run_1/layer_met1.png
The bar under the picture is 20 microns long. Supply wires on this layer in grey.
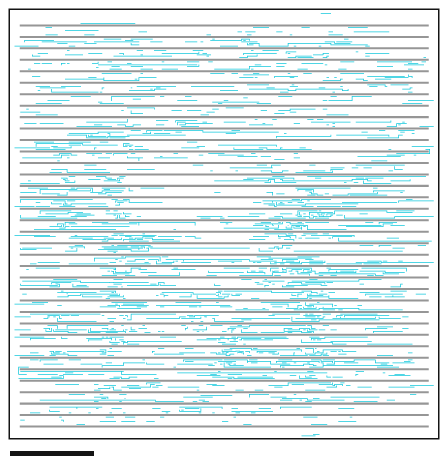
run_1/layer_met2.png
Cells faint in the background.
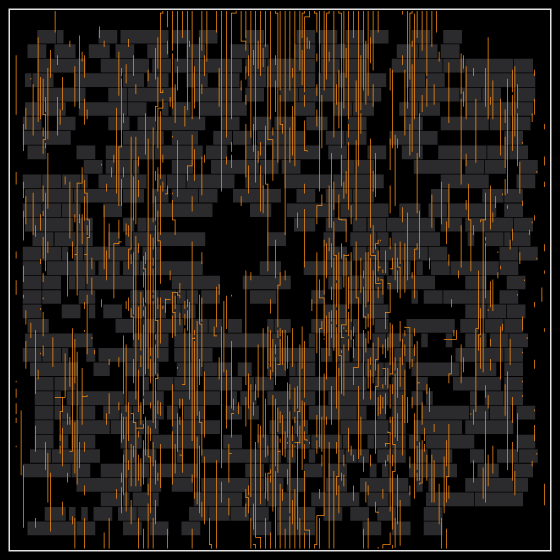
run_1/layer_met3.png
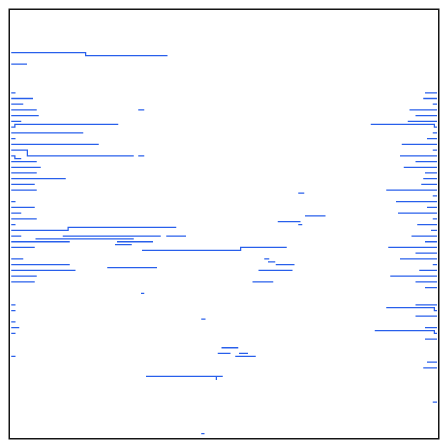
$ cat config.mk
export PLATFORM = sky130hd
export DESIGN_NAME = fetch_unit
export DESIGN_NICKNAME = d
export VERILOG_FILES = /design/src/rtl/fetch_unit_pkg.sv /design/src/rtl/fetch_unit.sv
export SDC_FILE = /design/constraint.sdc
export NUM_CORES = 1
export LEC_CHECK = 0
export ABC_AREA = 0
export CORE_MARGIN = 2
export CORE_UTILIZATION = 45
export CTS_BUF_LIST = sky130_fd_sc_hd__clkbuf_8
export DETAILED_ROUTE_END_ITERATION = 10
export PLACE_DENSITY_LB_ADDON = 0.12
export SETUP_SLACK_MARGIN = 0.05
export SLEW_MARGIN = 20
export SYNTH_ARGS = -nofsm -noshare
export SYNTH_HDL_FRONTEND = slang
export SYNTH_SLANG_ARGS = --single-unit
$ cat constraint.sdc
create_clock -name clk -period 2.6 [get_ports clk]
set_input_delay 0.39 -clock clk [delete_from_list [all_inputs] [get_ports clk]]
set_output_delay 0.39 -clock clk [all_outputs]
set_load 0.01 [all_outputs]
$ cat src/rtl/fetch_unit_pkg.sv
`default_nettype none
// ============================================================================
//  Module      : BasicTypes / Types (packages)
//  Description : Shared datapath width and the fetch-stage types and constants.
//  Revision    : 1.0 - initial release
// ============================================================================

package BasicTypes;

    localparam int DATA_WIDTH = 32;

    typedef logic [DATA_WIDTH-1:0] DataPath;

endpackage

package Types;

    import BasicTypes::*;

    // Fetch sequencing states; ISSUE is the reset state
    typedef enum logic [1:0] {
        ISSUE = 2'd0,
        WAIT  = 2'd1,
        HOLD  = 2'd2,
        DROP  = 2'd3
    } FetchStatePath;

    // ADDI x0,x0,0 - what decode sees before anything has been fetched
    localparam DataPath INSN_NOP   = 32'h0000_0013;
    localparam DataPath PC_STEP    = 32'd4;
    localparam DataPath ALIGN_MASK = 32'hFFFF_FFFC;

    // Instruction fetches are word-granular, so the low two bits are dropped
    function automatic DataPath align_word(input DataPath addr);
        return addr & ALIGN_MASK;
    endfunction

endpackage

`default_nettype wire

$ cat src/rtl/fetch_unit.sv
`default_nettype none
// ============================================================================
//  Module      : fetch_unit
//  Description : Single-outstanding instruction fetch stage. Issues one imem
//                request at a time, holds the fetched word toward decode until
//                accepted, and handles redirects from execute by dropping
//                wrong-path work and restarting at the target.
//  Revision    : 1.0 - initial release
// ============================================================================

module fetch_unit
    import BasicTypes::*;
    import Types::*;
#(
    parameter logic [31:0] RESET_VECTOR = 32'h0000_0000
) (
    input  logic        clk,
    input  logic        rstN,
    // instruction memory
    output logic        imemReq,
    output logic [31:0] imemAddr,
    input  logic        imemRvalid,
    input  logic [31:0] imemRdata,
    // toward decode
    output logic        fdValid,
    input  logic        fdReady,
    output logic [31:0] fdInsn,
    output logic [31:0] fdPc,
    // from execute
    input  logic        exValid,
    input  logic        brTaken,
    input  logic        jump,
    input  logic [31:0] redirectTarget,
    output logic        flush,
    output logic        targetMisaligned
);

    FetchStatePath state_q, state_d;
    DataPath       pc_q, pc_d;
    DataPath       insn_q, insn_d;
    DataPath       fdpc_q, fdpc_d;
    logic          flush_q;
    logic          misaligned_q;

    logic          w_redirect;

    assign w_redirect = exValid & (brTaken | jump);

    // Next-state and datapath update: a redirect always wins the pc
    always_comb begin
        state_d = state_q;
        pc_d    = pc_q;
        insn_d  = insn_q;
        fdpc_d  = fdpc_q;

        case (state_q)
            ISSUE: begin
                // the request goes out this cycle; if it is already wrong-path,
                // its response must be swallowed in DROP
                state_d = w_redirect ? DROP : WAIT;
            end
            WAIT: begin
                if (imemRvalid) begin
                    if (!w_redirect) begin
                        insn_d  = imemRdata;
                        fdpc_d  = pc_q;
                        pc_d    = pc_q + PC_STEP;
                        state_d = HOLD;
                    end else begin
                        state_d = ISSUE;
                    end
                end else if (w_redirect) begin
                    state_d = DROP;
                end
            end
            HOLD: begin
                if (w_redirect || fdReady) begin
                    state_d = ISSUE;
                end
            end
            DROP: begin
                // the stale response retires the outstanding request
                if (imemRvalid) begin
                    state_d = ISSUE;
                end
            end
            default: state_d = ISSUE;
        endcase

        if (w_redirect) begin
            pc_d = align_word(redirectTarget);
        end
    end

    // State, pc, decode-side registers and the post-redirect pulses
    always_ff @(posedge clk or negedge rstN) begin
        if (!rstN) begin
            state_q      <= ISSUE;
            pc_q         <= RESET_VECTOR;
            insn_q       <= INSN_NOP;
            fdpc_q       <= '0;
            flush_q      <= 1'b0;
            misaligned_q <= 1'b0;
        end else begin
            state_q      <= state_d;
            pc_q         <= pc_d;
            insn_q       <= insn_d;
            fdpc_q       <= fdpc_d;
            flush_q      <= w_redirect;
            misaligned_q <= w_redirect & (redirectTarget[1:0] != 2'b00);
        end
    end

    // ISSUE is the reset state, so the request is gated off while in reset
    assign imemReq          = rstN & (state_q == ISSUE);
    assign imemAddr         = pc_q;
    assign fdValid          = (state_q == HOLD);
    assign fdInsn           = insn_q;
    assign fdPc             = fdpc_q;
    assign flush            = flush_q;
    assign targetMisaligned = misaligned_q;

endmodule

`default_nettype wire
==> impl_metrics.csv, run 1 <==
group,metric,value,unit
status,status,"finished clean",
placed_design,hpwl,7.67,mm
synth,edf_count,0,
clock_tree,cts_resized,0,
power,irDropWorstVdd,0.000564,V
route,drc_errors,0,
placed_design,routabilityCongestion,0.759,
critical_path,cpMostUsedCell,"or4_1",
floorplan,die-area,0.0103,sq mm
clock_tree,cts_buffer_depth,2,
global_route,busiest_layer,"met2",
critical_path,crit_chain,"nand4_1, or4_1, or4_1, a31oi_1",
timing,fmax,422,MHz
power,power_per_cell_area,945,mW/mm^2
clock_tree,cts_buffers,9,
power,seq_power_share,41.2,%
global_route,grt_usage,21.0,%
synth,yosys.area.top_type,"dfrtp_1",
route,vias_per_cell,5.30,
placed_design,io_buffers,166,
floorplan,die_h,102,microns
clock_tree,root_buffer,"clkbuf_8",
final_layout,final_nets,602,
final_layout,drive_gt1_share,18.9,%
power,p_switching,1.84,mW
synth,yosys.area.top_type_share,54.3,%
synth,synth_cells,361,
synth,ys_ff,96,
global_route,grt_pass1_wl,17.0,mm
synth,synthAoiAreaFrac,7.85,%
timing,finalSetupTns,0,ns
critical_path,start_kind,"flop",
synth,most_common_cell,"dfrtp_1",
floorplan,fp-row-count,35,
final_layout,area_growth,47.6,%
synth,synth_warnings,0,
timing,min_period_over_period,91.1,%
critical_path,crit_path_max_incr_delay,0.85,ns
final_layout,fin_cells,664,
critical_path,crit_required,2.87,ns
clock_tree,clock_sinks,96,
synth,topCellsByArea,"dfrtp_1, mux2_2, or4_1, a31oi_1, nor2_1",
hold_path,hold_path.class,"input port to asynchronous set/reset pin",
timing,finalSetupViolCount,0,
global_route,first_global_vias,3428,
synth,logic_family,"multiplexers",
critical_path,reg2reg_depth,4,
global_route,antenna_found_initial,0,
synth,ys_types,40,
clock_tree,clk_pin_slew,0.10,ns
power,switching_share,30.8,%
critical_path,cp_max_fo,18,
route,drtIter0Drc,121,
synth,async_flop_share,100,%
clock_tree,cts_setup_buffers,0,
synth,adder_share,0.292,%
critical_path,critPathSlowestCell,"or4_1",
timing,rsz0062_at_grt,"no",
route,avgRoutedWirePerCell,16.1,microns
floorplan,fp-utilization,46.4,%
power,p_leak,2.48,nW
timing,drv_slew,0,
global_route,grt_overflow,0,
timing,worst_slew_pin_slew,0.638,ns
final_layout,nFillCells,697,
synth,yosys-stat-cells,361,
critical_path,path_class,"flop to flop",
placed_design,place_inst,648,
floorplan,chipWidth,102,microns
clock_tree,cts_hold_buf,0,
clock_tree,insertion_delay,0.35,ns
critical_path,arrival,2.63,ns
power,p_int,4.14,mW
route,drtPass1Iterations,4,
critical_path,critical_path.endpoint_type,"flop",
synth,ys_sh_xor,2.04,%
timing,relSlewSlack,57.5,%
synth,synth_area,0.00429,sq mm
synth,yosysChipArea,0.00429,sq mm
## Picture notes: layer_met1.png
longest straight run: 35.4 microns
main direction: horizontal
via count: 3520
GR Util met1: 28.0%
drt total wl: 10.7 mm

## Picture notes: layer_met2.png
nets with wire on the layer: 529
share of all routed wire: 50%
longest straight run: 43.2 microns
wire length on this layer: 5290 microns
main direction: vertical
Global Route met2 Usage: 34.5%

## Picture notes: layer_met3.png
main direction: horizontal
nets with wire on the layer: 101

[run 1: worst max-delay path: cells and delay by family, from the launching register on]
family             cells  cell delay [ns]
and+or+nand+nor        3             1.68
DFF                    1             0.44
AOI/OAI and AO/OA      1             0.17
[run 1: logic make-up (layout without fill, tap and decap cells)]
family,after synthesis,in the layout
simple gates,108,108
xor+xnor,10,10
fa+ha+maj,1,1
flops,96,96
compound gates,53,53
mux,62,62
other cells,1,4
buf+inv,30,201
[run 1: through the flow]
| step | setup slack, ns | hold slack (ns) | power (mW) | util [%] | instance area [sq um] |
|---|---|---|---|---|---|
| after floorplan | 0.518 | 0.0944 | 3.52 | - | 4300 |
| after global placement | 0.180 | 0.488 | 4.96 | 66.3 | 6120 |
| after detailed placement | 0.201 | 0.495 | 5.03 | 66.3 | 6120 |
| after CTS | 0.212 | 0.190 | 6.06 | 68.5 | 6330 |
| after global routing | 0.0559 | 0.229 | 6.33 | 68.5 | 6330 |
| final | 0.232 | 0.174 | 5.98 | 68.5 | 6330 |
[run 1: routing by layer]
metal / vias up / share of wire (%)
li1: 1659 / -
met1: 1718 / 43
met2: 133 / 50
met3: 10 / 6.7
met4: 0 / 1.1
met5: - / 0
[run 1: sequential cells by signal (all words and copies together) (netlist names)]
register and flops:
state_q 2, fdPc 30, flush 1, fdInsn 32, targetMisaligned 1, imemAddr 30
[run 1: layout by cell type (no fill, tap or decap), drive strengths merged, types with 6 or more instances in the layout]
cell type      Yosys  layout
dfrtp             93      93
xnor2              6       6
buf               14      14
nor2              28      28
a31oi             17      17
inv                5       8
o31ai             12      12
nand2             21      21
o21ai             14      14
or3                6       6
nand3              8       8
or4               18      18
clkbuf            10      10
nand4             12      12
mux2              62      62
clkdlybuf4s50      0     165
[run 1: power by group through the flow]
stage | logic, mW | registers (mW) | clock network [mW]
floorplan | 0.819 | 2.70 | 0
global placement | 2.50 | 2.45 | 0
detailed placement | 2.54 | 2.50 | 0
CTS | 2.55 | 2.47 | 1.04
global route | 2.69 | 2.54 | 1.10
finish | 2.51 | 2.46 | 1.00
[run 1: final cells by class]
class	instances	area, sq um	area share (%)
sequential	96	2410	38.0
timing repair buffer	179	1770	28.0
multi-input combinational	238	1760	27.9
tap	129	161	2.55
clock buffer	10	138	2.18
clock inverter	6	67.6	1.07
inverter	6	22.5	0.356
[run 1: final timing paths]
check	from	endpoint	slack [ns]
max	imemAddr[10]	imemAddr[31]	0.23
min	rstN	fdPc[22]	0.17
max reg2reg	imemAddr[10]	imemAddr[31]	0.23
min reg2reg	fdPc[11]	fdPc[11]	0.51
max in group asynchronous	rstN	imemAddr[9]	1.37
min in group clk	fdPc[11]	fdPc[11]	0.51
==> inputs of run 2 (changes only) <==
--- a/config.mk
+++ b/config.mk
@@ -7,10 +7,10 @@
 export LEC_CHECK = 0
 export ABC_AREA = 0
 export CORE_MARGIN = 2
-export CORE_UTILIZATION = 45
+export CORE_UTILIZATION = 41
 export CTS_BUF_LIST = sky130_fd_sc_hd__clkbuf_8
 export DETAILED_ROUTE_END_ITERATION = 10
-export PLACE_DENSITY_LB_ADDON = 0.12
+export PLACE_DENSITY = 0.82
 export SETUP_SLACK_MARGIN = 0.05
 export SLEW_MARGIN = 20
 export SYNTH_ARGS = -nofsm -noshare
==> constraint.sdc (replaced) <==
create_clock -name clk -period 2 [get_ports clk]
set_input_delay 0.3 -clock clk [delete_from_list [all_inputs] [get_ports clk]]
set_output_delay 0.3 -clock clk [all_outputs]
set_load 0.01 [all_outputs]
run_2/layer_met1.png
The bar under the picture is 20 microns long. Supply wires on this layer in grey.
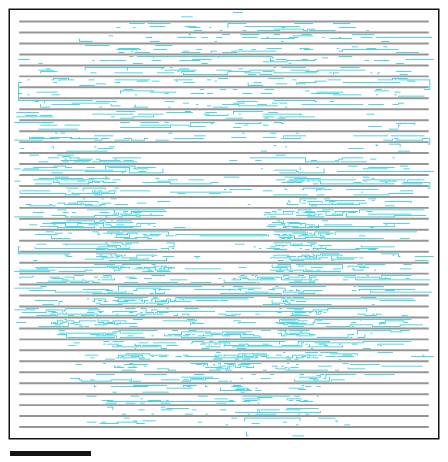
wire length on this layer: 4890 microns
longest straight run: 33.6 microns
nets with wire on the layer: 562
main direction: horizontal
share of all routed wire: 41%

run_2/layer_met2.png
Cells faint in the background.
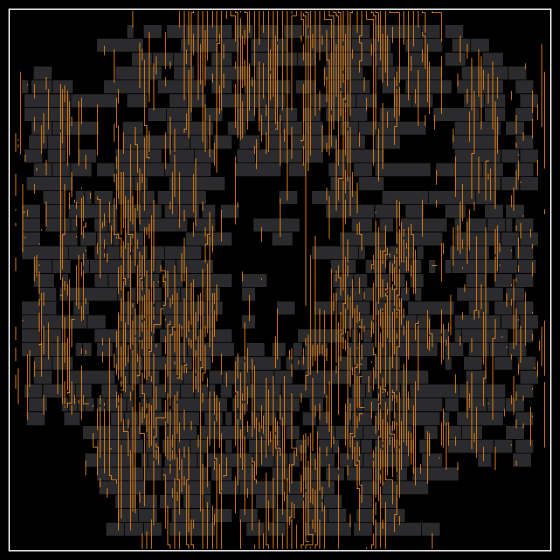
share of all routed wire: 51%
wire length on this layer: 6080 microns
longest straight run: 56.9 microns

run_2/congestion.png
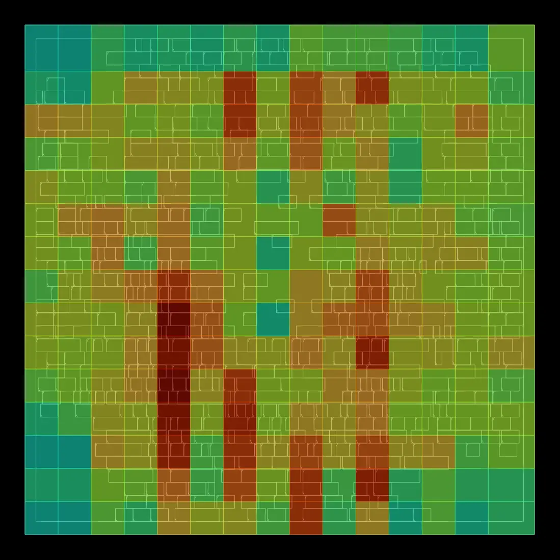
GR Util met1: 26.9%
total track usage: 21.4%
post-DR wirelength/cell: 16.8 microns
gr busiest metal: met2
Global Route met2 Usage: 37.1%

==> impl_metrics.csv, run 2 <==
group,metric,value,unit
power,p_int,5.93,mW
synth,async_flop_share,100,%
critical_path,regToRegStartpoint,"imemAddr[4]",
synth,synth_area,0.00429,sq mm
critical_path,cp_max_fo,7,
critical_path,cpMostUsedCell,"or4_4",
clock_tree,insertion_delay,0.37,ns
timing,min_period_over_period,100,%
synth,synth_cells,361,
synth,yosys.area.top_type_share,54.3,%
final_layout,final_core_util,67.0,%
power,p_switching,2.49,mW
global_route,first_global_vias,3845,
synth,yosys-stat-cells,361,
synth,ys_ff,96,
status,status,"complete, but fails checks",
route,drtIter0Drc,191,
synth,yosys.area.top_type,"dfrtp_1",
route,vias_per_cell,5.20,
timing,finalSetupViolCount,1,
critical_path,crit_path_max_incr_delay,0.58,ns
critical_path,critPathSlowestCell,"or4_4",
route,drc_errors,0,
power,seq_power_share,37.1,%
floorplan,fp-row-count,37,
critical_path,crit_chain,"nand4_4, or4_4, buf_8, or4_4, a31oi_1",
final_layout,mostFrequentLayoutCells,"clkdlybuf4s50_1, dfrtp_1, mux2_2",
final_layout,final_common_cell,"clkdlybuf4s50_1",
status,violations,"negative setup slack",
synth,most_common_cell,"dfrtp_1",
global_route,grt_overflow,0,
floorplan,die_h,106,microns
synth,edf_count,0,
clock_tree,cts_buffer_depth,2,
global_route,antenna_found_initial,0,
power,switching_share,29.6,%
global_route,grt_pass1_wl,19.1,mm
timing,drv_slew,0,
critical_path,critical_path.endpoint_type,"flop",
critical_path,arrival,2.28,ns
placed_design,routabilityCongestion,0.786,
placed_design,hpwl,8.61,mm
final_layout,largest_register_ff_count,32,
hold_path,hold_path.class,"input port to asynchronous set/reset pin",
placed_design,pre_cts_ws,-0.394,ns
critical_path,reg2reg_depth,5,
timing,relSlewSlack,59.4,%
critical_path,path_delay_family,"simple AND/OR/NAND/NOR gates",
route,drt-total-wl,12.0,mm
clock_tree,clock_sinks,96,
final_layout,area_growth,59.9,%
timing,fin_skew,0.0115,ns
final_layout,drive_gt1_share,28.7,%
power,p_leak,2.76,nW
route,drtPass1Iterations,4,
floorplan,die-area,0.0113,sq mm
critical_path,start_kind,"flop",
synth,ys_types,40,
timing,setup_ws,-0.000645,ns
timing,worst_slew_pin_slew,0.608,ns
floorplan,chipWidth,106,microns
final_layout,nFillCells,783,
critical_path,timing.rr.end,"imemAddr[21]",
synth,topCellsByArea,"dfrtp_1, mux2_2, or4_1, a31oi_1, nor2_1",
placed_design,io_buffers,166,
clock_tree,clk_pin_slew,0.09,ns
critical_path,crit_required,2.28,ns
critical_path,r2r_slack,-0.0006,ns
run 2: cell types whose count changed in the layout (fill, tap and decap cells not counted), moves of 2 or more:
cell	change
buf_4	+37
or4_4	+7
buf_6	+2
dfrtp_2	+9
inv_1	-2
or4_1	-7
dlygate4sd2_1	+2
clkdlybuf4s50_1	-2
dfrtp_1	-9
bufinv_16	+3
run 2: through the flow:
stage	hold WS, ns	instances	instance area [sq um]	TNS, ns	total power [mW]
6_report	0.267	714	6850	-0.000645	8.42
4_1_cts	0.264	711	6760	-0.0107	8.48
3_3_place_gp	0.102	688	6420	-6.57	6.62
2_1_floorplan	0.00441	364	4340	0	4.60
5_1_grt	0.270	714	6850	-0.116	8.87
3_5_place_dp	0.100	688	6420	-7.95	6.76
run 2: final cells by class:
type | instances | area [sq um] | share of cell area, %
Clock inverter | 6 | 138 | 2.01
Tap cell | 136 | 170 | 2.48
Sequential cell | 96 | 2420 | 35.3
Inverter | 6 | 22.5 | 0.329
Timing Repair Buffer | 222 | 2140 | 31.2
Multi-Input combinational cell | 238 | 1830 | 26.7
Clock buffer | 10 | 138 | 2.01
run 2: worst max-delay path by stage:
stage           startpoint           end  slack [ns]  cells after the start
4_1_cts        imemAddr[7]  imemAddr[23]      -0.007                      5
3_5_place_dp    imemRvalid  imemAddr[31]       -0.39                      5
6_report       imemAddr[4]  imemAddr[21]     -0.0006                      5
2_1_floorplan  imemAddr[8]  imemAddr[28]        0.03                      6
5_1_grt        imemAddr[4]  imemAddr[21]       -0.04                      5
3_3_place_gp    imemRvalid  imemAddr[31]       -0.33                      5
run 2: power by group through the flow:
stage	Sequential (mW)	Clock [mW]	Combinational, mW
finish	3.12	1.69	3.61
global route	3.22	1.78	3.86
CTS	3.13	1.71	3.64
detailed placement	3.17	0	3.59
global placement	3.11	0	3.51
floorplan	3.53	0	1.08
run 2: logic make-up after synthesis:
| family | Yosys count | synth area share (%) |
|---|---|---|
| simple gates | 108 | 13.9 |
| flops | 96 | 56.1 |
| mux | 62 | 16.3 |
| compound gates | 53 | 7.85 |
| buf+inv | 30 | 3.42 |
| xor+xnor | 10 | 2.04 |
| fa+ha+maj | 1 | 0.292 |
| other cells | 1 | 0.0875 |
run 2: timing repair:
| item | 4_1_cts | 5_1_grt |
|---|---|---|
| hold buffers | 1 | 0 |
| resized | 7 | 13 |
| endpoints found under the setup margin | 9 | 23 |
| buffers inserted | 6 | 2 |
| pin swaps | 2 | 14 |
| hold endpoints to repair | 1 | 0 |
| cloned | 0 | 1 |
run 2: per-layer routing:
| metal | global-route usage [%] | wire length, microns |
|---|---|---|
| met1 | 26.9 | 4890 |
| met2 | 37.1 | 6080 |
| met3 | 3.86 | 782 |
| met4 | 7.52 | 209 |
| met5 | 0 | 0 |
Power figures rest on the tool's default switching activity, not on a simulated workload.
